### src/rtl/transfer_pkg.sv
// transfer_pkg: sizes and address types shared by the transfer controller and datapath
package transfer_pkg;
   localparam int DATA_W_DEF  = 8;
   localparam int DEPTH_A_DEF = 8;
   localparam int DEPTH_B_DEF = 4;
   localparam int AW_A_DEF    = $clog2(DEPTH_A_DEF);
   localparam int AW_B_DEF    = $clog2(DEPTH_B_DEF);
   typedef logic [AW_A_DEF-1:0] addr_a_t;
   typedef logic [AW_B_DEF-1:0] addr_b_t;
endpackage

### src/rtl/wrap_counter.sv
// wrap_counter: modulo-MOD up counter with synchronous active-low clear and increment enable
module wrap_counter #(
   parameter int W   = 3,
   parameter int MOD = 8
) (
   input  logic         clock,
   input  logic         clear_n,
   input  logic         inc,
   output logic [W-1:0] count
);
   localparam logic [W-1:0] LAST = W'(MOD - 1);
   always_ff @(posedge clock)
      if (!clear_n) count <= '0;
      else if (inc) count <= (count == LAST) ? '0 : count + 1'b1;
endmodule

### src/rtl/transfer_datapath.sv
// transfer_datapath: strobe-driven store of input words into memory A and pair sums into memory B
module transfer_datapath
   import transfer_pkg::*;
#(
   parameter int DATA_W  = DATA_W_DEF,
   parameter int DEPTH_A = DEPTH_A_DEF,
   parameter int DEPTH_B = DEPTH_B_DEF,
   localparam int AW_A   = $clog2(DEPTH_A),
   localparam int AW_B   = $clog2(DEPTH_B)
) (
   input  logic              clock,
   input  logic              Reset,
   input  logic              WEA,
   input  logic              IncA,
   input  logic              WEB,
   input  logic              IncB,
   input  logic [DATA_W-1:0] DataIn,
   input  logic [AW_B-1:0]   RdAddrB,
   output logic [AW_A-1:0]   AddrA,
   output logic [AW_B-1:0]   AddrB,
   output logic [DATA_W-1:0] DataA,
   output logic [DATA_W-1:0] PrevA,
   output logic [DATA_W:0]   RdDataB,
   output logic              Done
);
   logic [DATA_W-1:0] mem_a [DEPTH_A];
   logic [DATA_W:0]   mem_b [DEPTH_B];

   wrap_counter #(.W(AW_A), .MOD(DEPTH_A)) u_addr_a (
      .clock(clock), .clear_n(Reset), .inc(IncA), .count(AddrA)
   );
   wrap_counter #(.W(AW_B), .MOD(DEPTH_B)) u_addr_b (
      .clock(clock), .clear_n(Reset), .inc(IncB), .count(AddrB)
   );

   assign DataA = mem_a[AddrA];

   // All reads below see pre-edge contents, so simultaneous strobes compose without ordering hazards
   always_ff @(posedge clock) begin
      if (!Reset) begin
         mem_a   <= '{default: '0};
         mem_b   <= '{default: '0};
         PrevA   <= '0;
         RdDataB <= '0;
         Done    <= 1'b0;
      end else begin
         if (WEA) mem_a[AddrA] <= DataIn;
         if (IncA && !WEA) PrevA <= DataA;
         if (WEB) mem_b[AddrB] <= {1'b0, PrevA} + {1'b0, DataA};
         RdDataB <= mem_b[RdAddrB];
         if (IncB && AddrB == AW_B'(DEPTH_B - 1)) Done <= 1'b1;
      end
   end
endmodule

### config.mk
export PLATFORM = sky130hd
export DESIGN_NAME = transfer_datapath
export DESIGN_NICKNAME = d
export VERILOG_FILES = /design/src/rtl/transfer_pkg.sv /design/src/rtl/wrap_counter.sv /design/src/rtl/transfer_datapath.sv
export SDC_FILE = /design/constraint.sdc
export NUM_CORES = 1
export LEC_CHECK = 0
export CAP_MARGIN = 15
export CORE_MARGIN = 5
export CORE_UTILIZATION = 55
export CTS_BUF_LIST = sky130_fd_sc_hd__clkbuf_4 sky130_fd_sc_hd__clkbuf_8
export CTS_CLUSTER_SIZE = 25
export DETAILED_ROUTE_END_ITERATION = 12
export GPL_ROUTABILITY_DRIVEN = 0
export PLACE_DENSITY = 0.83
export SLEW_MARGIN = 0
export SYNTH_ARGS = -nofsm -noshare
export SYNTH_HDL_FRONTEND = slang
export SYNTH_SLANG_ARGS = --single-unit
### constraint.sdc
create_clock -name clock -period 2.7 [get_ports clock]
set_input_delay 0.27 -clock clock [delete_from_list [all_inputs] [get_ports clock]]
set_output_delay 0.27 -clock clock [all_outputs]
set_load 0.02 [all_outputs]
**Run 1: M1 wires**

Scale bar: 20 um. Cells faint in the background.
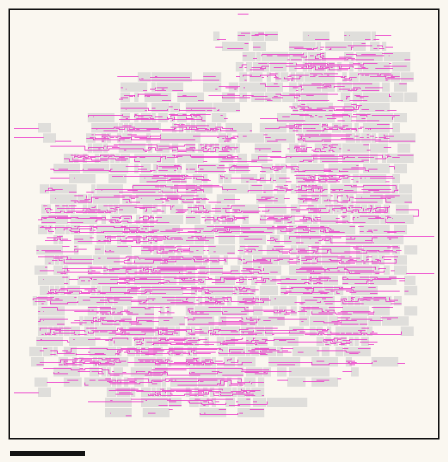
The layer carries 6370 um of wire. 701 nets have wire on it. The wires run mostly horizontal. The layer holds 40% of the routed length.
via count: 5191
final WL: 15800 um
met1 usage: 29.3%

**Run 1: metal 2**

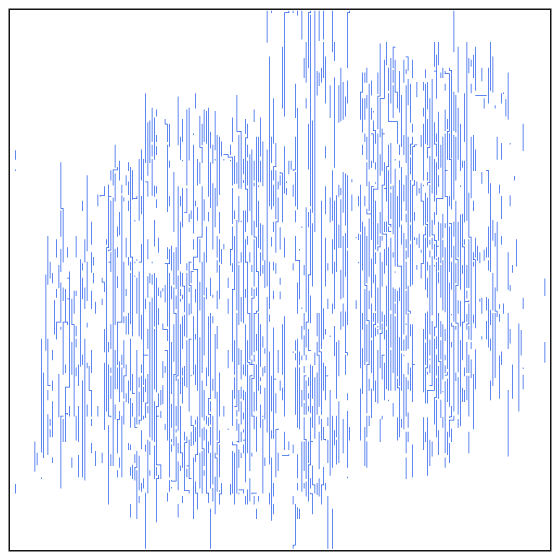
The longest straight run is 56.8 um. The layer holds 49% of the routed length. The wires run mostly vertical.
met2 Usage GRT: 41.4%

**Run 1: the metal 3 layer**

Scale bar: 20 um.
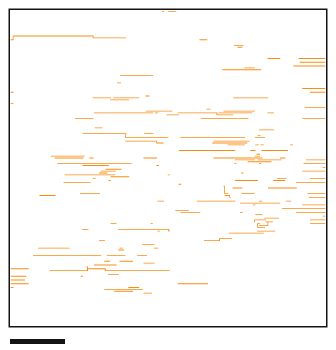
The layer holds 6.6% of the routed length. 98 nets have wire on it. The longest straight run is 29.0 um.
met3 Track Usage GR: 6.40%

**Run 1: the metal 4 layer**

Scale bar: 20 um.
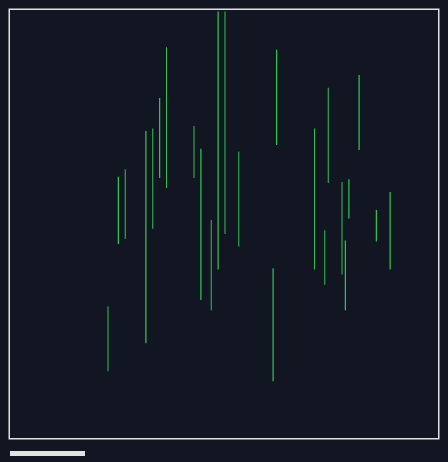
The layer holds 4.2% of the routed length. The wires run mostly vertical. 20 nets have wire on it. The layer carries 658 um of wire. The longest straight run is 68.7 um.

==> reports/results.ini, run 1 <==
[die]
pin_count = 47
fp_util_pct = 55.9
placementRows = 38
core_um2 = 10700

[timing]
fin_crit_sh_pct = 99.3
hold_ws_ps = 433
period_needed_ps = 2680
grt_setup_unrepaired = yes
setup_viol = 0
finalMaxSlewViolations = 0
final.setup.tns_ps = 0
tightestPinTransition_ps = 746
clock.fmax_ghz = 0.373

[flow_run]
cap_violations = 0
log.warning_count = 30

[finish]
drive_above_1_share_pct = 16.6
syn_to_final_growth_pct = 20.9
final_area_um2 = 7260
nets = 753
utilization_pct = 67.5
most-common-layout-cells = nand2_1 (172), dfxtp_1 (121), a21boi_0 (49)

[power]
totalPowerFinal_mw = 4.39
power.density_nw_per_um2 = 604
p_leak_nw = 2.69
peakVddDrop_mv = 0.445

[logic_synthesis]
ys_sh_aoi_pct = 20.1
synth_cell_types = 60
yosys-mux-area-fraction_pct = 9.46
synth_seq_share_pct = 41.0
ys_top_logic_family = simple AND/OR/NAND/NOR gates
syn-instance-count = 674
yosys_warnings = 0
synth-main-ff-cell = dfxtp_1
top_area_share_pct = 41.0
syn_area_um2 = 6000
synthXorXnorAreaFrac_pct = 0.438
largest_area_cell = dfxtp_1
avgSynthCellArea_um2 = 8.91
async_flop_share_pct = 0
edf_count = 0
synth.cellmix.simpleShare_pct = 20.7
yosys_cells = 674

[critical_path]
crit_type = flop to flop
cp.buffers_inverters = 2
crit_family = AND-OR/OR-AND gates
critPathCaptureType = flop
slowest_stage = dfxtp_4
cp_cell_sequence = buf_4 -> mux2_4 -> a21oi_1 -> o22ai_1 -> o21bai_4 -> ha_4 -> nor2b_2 -> o31a_1 -> buf_4 -> o211ai_1 -> o211ai_1
crit_arrival_ps = 2990
required_ps = 3010
critical_path.startpoint_type = flop

[clocking]
cts_buffer_depth = 2
cts_tree = built
h-tree-depth = 4
cts_buffers = 17
clk_pin_slew_ps = 70
ctsHoldBuffers = 0
clockRootBuffer = clkbuf_8

[global_routing]
grt_usage_pct = 24.6
antenna_found_initial = 1
grt_pass1_vias = 5071
grt_first_pass_wirelength_um = 25200
grt_max_degree = 45

[status]
status = complete, no violations

[routing]
avgRoutedWirePerCell_um = 18.1
ant_nets = 0
drtIter0Drc = 469
drc = 0

[placement]
dp_hpwl_um = 11000
port_buffers = 46

==> run 1: state kept, by name, indices dropped and copies added, names as in the netlist <==
register        count
mem_a              64
u_addr_b.count      2
Done                1
u_addr_a.count      3
PrevA               8
mem_b              36
RdDataB             9
==> run 1: path summary, 6_finish.rpt <==
| kind | end | cells past startpoint | slack [ps] | from |
|---|---|---|---|---|
| setup reg to reg | mem_b[24] | 11 | 20 | u_addr_a.count[0] |
| setup / recovery | mem_b[24] | 11 | 20 | u_addr_a.count[0] |
| hold / removal | PrevA[4] | 2 | 430 | Reset |
| hold reg to reg | mem_a[12] | 2 | 460 | mem_a[12] |
==> run 1: cell type report <==
cell class,count,area (um2)
clock buffer,25,338
clock inverter,6,130
multi-input combinational,496,3390
antenna,1,2.50
sequential,123,2470
tap,140,175
fill,837,3490
timing repair buffer,77,722
inverter,7,27.5
==> run 1: where the power goes <==
group | leakage [nW] | switching [mW] | total, mW | internal (mW)
clock network | 0.242 | 0.704 | 1.89 | 1.18
registers | 0.998 | 0.0426 | 1.91 | 1.87
logic | 1.45 | 0.332 | 0.591 | 0.259
total | 2.69 | 1.08 | 4.39 | 3.31
==> run 1: per-layer routing <==
layer  global-route usage [%]  vias to the layer above  wire [um]
met5                        0                        -          0
met1                     29.3                     2460       6370
met4                     11.2                        0        658
li1                         -                     2433          -
met2                     41.4                      241       7740
met3                     6.40                       57       1050
==> run 1: metrics by stage <==
step           setup WS [ps]  std cells
2_1_floorplan           20.2        674
3_3_place_gp            86.4        834
3_5_place_dp           -67.9        834
4_1_cts                 2.77        865
5_1_grt                -68.6        875
6_report                20.0        875
==> run 1: timing repair <==
item,in CTS,in global routing
pin swaps,1,9
setup buffers,0,9
setup endpoints to repair,13,28
gates cloned,0,0
resized,6,27
--- run 2 (diff from run 1) ---
--- a/config.mk
+++ b/config.mk
@@ -7,12 +7,13 @@
 export LEC_CHECK = 0
 export CAP_MARGIN = 15
 export CORE_MARGIN = 5
-export CORE_UTILIZATION = 55
+export CORE_UTILIZATION = 50
 export CTS_BUF_LIST = sky130_fd_sc_hd__clkbuf_4 sky130_fd_sc_hd__clkbuf_8
 export CTS_CLUSTER_SIZE = 25
 export DETAILED_ROUTE_END_ITERATION = 12
 export GPL_ROUTABILITY_DRIVEN = 0
-export PLACE_DENSITY = 0.83
+export GPL_TIMING_DRIVEN = 0
+export PLACE_DENSITY = 0.77
 export SLEW_MARGIN = 0
 export SYNTH_ARGS = -nofsm -noshare
 export SYNTH_HDL_FRONTEND = slang
**Run 2: M1 wires**

Scale bar: 20 um. Cells faint in the background.
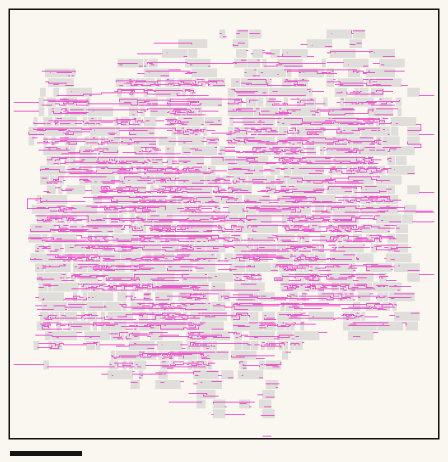
met1 usage: 26.7%
via count: 5445
final WL: 17900 um

==> run 2 against run 1 <==
Effect of this change:
- the run now ends with setup timing left
- design area up 2.6%
- combinational power up 13%
- sequential share of layout area down 0.83 points
- die area up 9.1%
- utilization down 5.1 points
- worst hold slack worse by 260 ps
- critical path type unchanged
- largest cell class unchanged
- highest routed layer unchanged
==> reports/results.ini, run 2 <==
[status]
status = finished, violations left
failed_checks = setup timing

[flow_run]
cap_violations = 0
log.warning_count = 31

[critical_path]
critPathCapture = mem_b[7]
crit_type = flop to flop
critPathLaunch = u_addr_a.count[0]
required_ps = 3010
slowest_stage = mux4_2
critPathCaptureType = flop
ff2ff_setup_slack_ps = -60
cp.buffers_inverters = 2
r2r-end = mem_b[7]
crit_arrival_ps = 3070
slowest_delay_ps = 520
reg2reg_from = u_addr_a.count[0]
cp_cell_sequence = buf_6 -> mux4_2 -> mux2_4 -> ha_4 -> a211oi_2 -> o21ai_2 -> buf_4 -> o31ai_4 -> o31ai_1
crit_cells = 9
reg2reg_depth = 9
crit_family = multiplexers
cp_max_fo = 6
critical_path.startpoint_type = flop

[die]
core_um2 = 11900
pin_count = 47
chipArea_um2 = 14300
die_h_um = 120
die_w_um = 120
placementRows = 40
fp_util_pct = 50.4

[power]
swShare_pct = 27.3
totalPowerFinal_mw = 4.18
powerSeq_mw = 1.91
p_seq_share_pct = 45.7
peakVddDrop_mv = 0.503
top_power_group = registers
power_frac_clock_pct = 38.4
power.density_nw_per_um2 = 562
p_int_mw = 3.04
pg_comb_mw = 0.666
p_comb_share_pct = 15.9
p_sw_mw = 1.14
clk-power_mw = 1.61
p_leak_nw = 2.76

[timing]
setup_viol = 8
fin_ws_ps = -57.2
hold_violations = 0
fin_crit_sh_pct = 102
slew_headroom_pct = 58.4
fin_skew_ps = 9.50
clock.fmax_ghz = 0.363
period_needed_ps = 2760
finalMaxSlewViolations = 0
tightestPinTransition_ps = 624
grt_setup_unrepaired = yes

[finish]
logic_area_um2 = 3480
lay_top_count = nand2_1
drive_above_1_share_pct = 21.8
flop_area_um2 = 2470
final_area_um2 = 7440
largest_reg_flops = 64
syn_to_final_growth_pct = 24.0
fillCellCount = 951
utilization_pct = 62.5
nets = 786
most-common-layout-cells = nand2_1 (169), dfxtp_1 (120), a21boi_0 (49)
regMostFlops = mem_a
top_regs = mem_a (64), mem_b (36), RdDataB (9)
n_antenna_cell = 0

[logic_synthesis]
yosys_cells = 674
top_cell = nand2_1
async_flop_share_pct = 0
synth_seq_share_pct = 41.0
ys_seq_elements = 123
top_area_share_pct = 41.0
synth-main-ff-cell = dfxtp_1
fp_nets = 705
common_cells = nand2_1 (173), dfxtp_1 (123), a21boi_0 (49), o21ai_0 (26), a21boi_1 (23)
syn_area_um2 = 6000
yosys_warnings = 0
edf_count = 0
yosys-top-cells-area = dfxtp_1 (41%), nand2_1 (11%), a21boi_0 (6.1%)
avgSynthCellArea_um2 = 8.91
largest_area_cell = dfxtp_1
ys_area_um2 = 6000
syn-instance-count = 674
synth_cell_types = 60

[routing]
drt_first_pass_iters = 5
avgRoutedWirePerCell_um = 19.6
ant_nets = 0
drc = 0
drtIter0Drc = 661
drt-vias-per-instance = 5.96

[placement]
dpl_cell_area_um2 = 6540
dp_hpwl_um = 12100
post-place-ws_ps = -486
port_buffers = 33

[global_routing]
antenna_found_initial = 0
grt-ovfl-total = 0
grt_max_degree = 17
grt_first_pass_wirelength_um = 27100
grt_pass1_vias = 5414
grt_usage_pct = 24.2

[clocking]
clk_pin_slew_ps = 70
clk_latency_ps = 440
cts.sinks = 123
h-tree-depth = 4
cts_buffer_depth = 2
ctsHoldBuffers = 0
clockRootBuffer = clkbuf_8
cts_buffers = 17
cts_tree = built

[min_path]
hold_class = primary input to flop

[run 2: cell counts after synthesis]
Identical to the previous run, type by type.
[run 2: routing by layer]
layer  routed length, um  GRT usage (%)
met5                   0              0
met3                1380           6.93
met1                6590           26.7
met4                 915           12.0
met2                9050           42.6
[run 2: worst min path at each step]
stage / from / endpoint / slack, ps / cells past startpoint
2_1_floorplan: mem_a[41] / mem_a[41] / 430 / 2
3_3_place_gp: mem_a[30] / mem_a[30] / 440 / 2
3_5_place_dp: mem_a[30] / mem_a[30] / 450 / 2
4_1_cts: DataIn[6] / mem_a[30] / 160 / 3
5_1_grt: DataIn[7] / mem_a[63] / 160 / 3
6_report: DataIn[6] / mem_a[30] / 170 / 3
[run 2: kinds of logic (layout without fill, tap and decap cells)]
kind of cell / count (synthesis) / count (layout) / synth area share, %
simple gates: 264 / 264 / 20.7
compound gates: 174 / 174 / 20.1
flops: 123 / 123 / 41.0
buf+inv: 55 / 147 / 5.04
mux: 40 / 40 / 9.46
fa+ha+maj: 15 / 15 / 3.25
xor+xnor: 3 / 3 / 0.438
[run 2: repair_timing]
action | 4_1_cts | 5_1_grt
buffers inserted | 14 | 16
setup endpoints to repair | 31 | 25
pin swaps | 11 | 19
gates cloned | 0 | 0
gates resized | 41 | 33
[run 2: layout make-up]
class	instances	share of cell area [%]
multi-input cells	496	46.8
flip-flops and latches	123	33.2
repair buffers	63	7.83
plain buffers	47	4.19
clock buffers	22	3.82
well taps	147	2.47
clock inverters	8	1.28
inverters	7	0.420
[run 2: stage by stage]
step | std cells | hold slack, ps | TNS (ps)
floorplan | 674 | 432 | 0
global placement | 854 | 441 | -5060
detailed placement | 854 | 447 | -7180
CTS | 897 | 163 | -330
global route | 913 | 157 | -1290
finish | 913 | 171 | -225
Power is estimated from default activity; no workload was simulated.
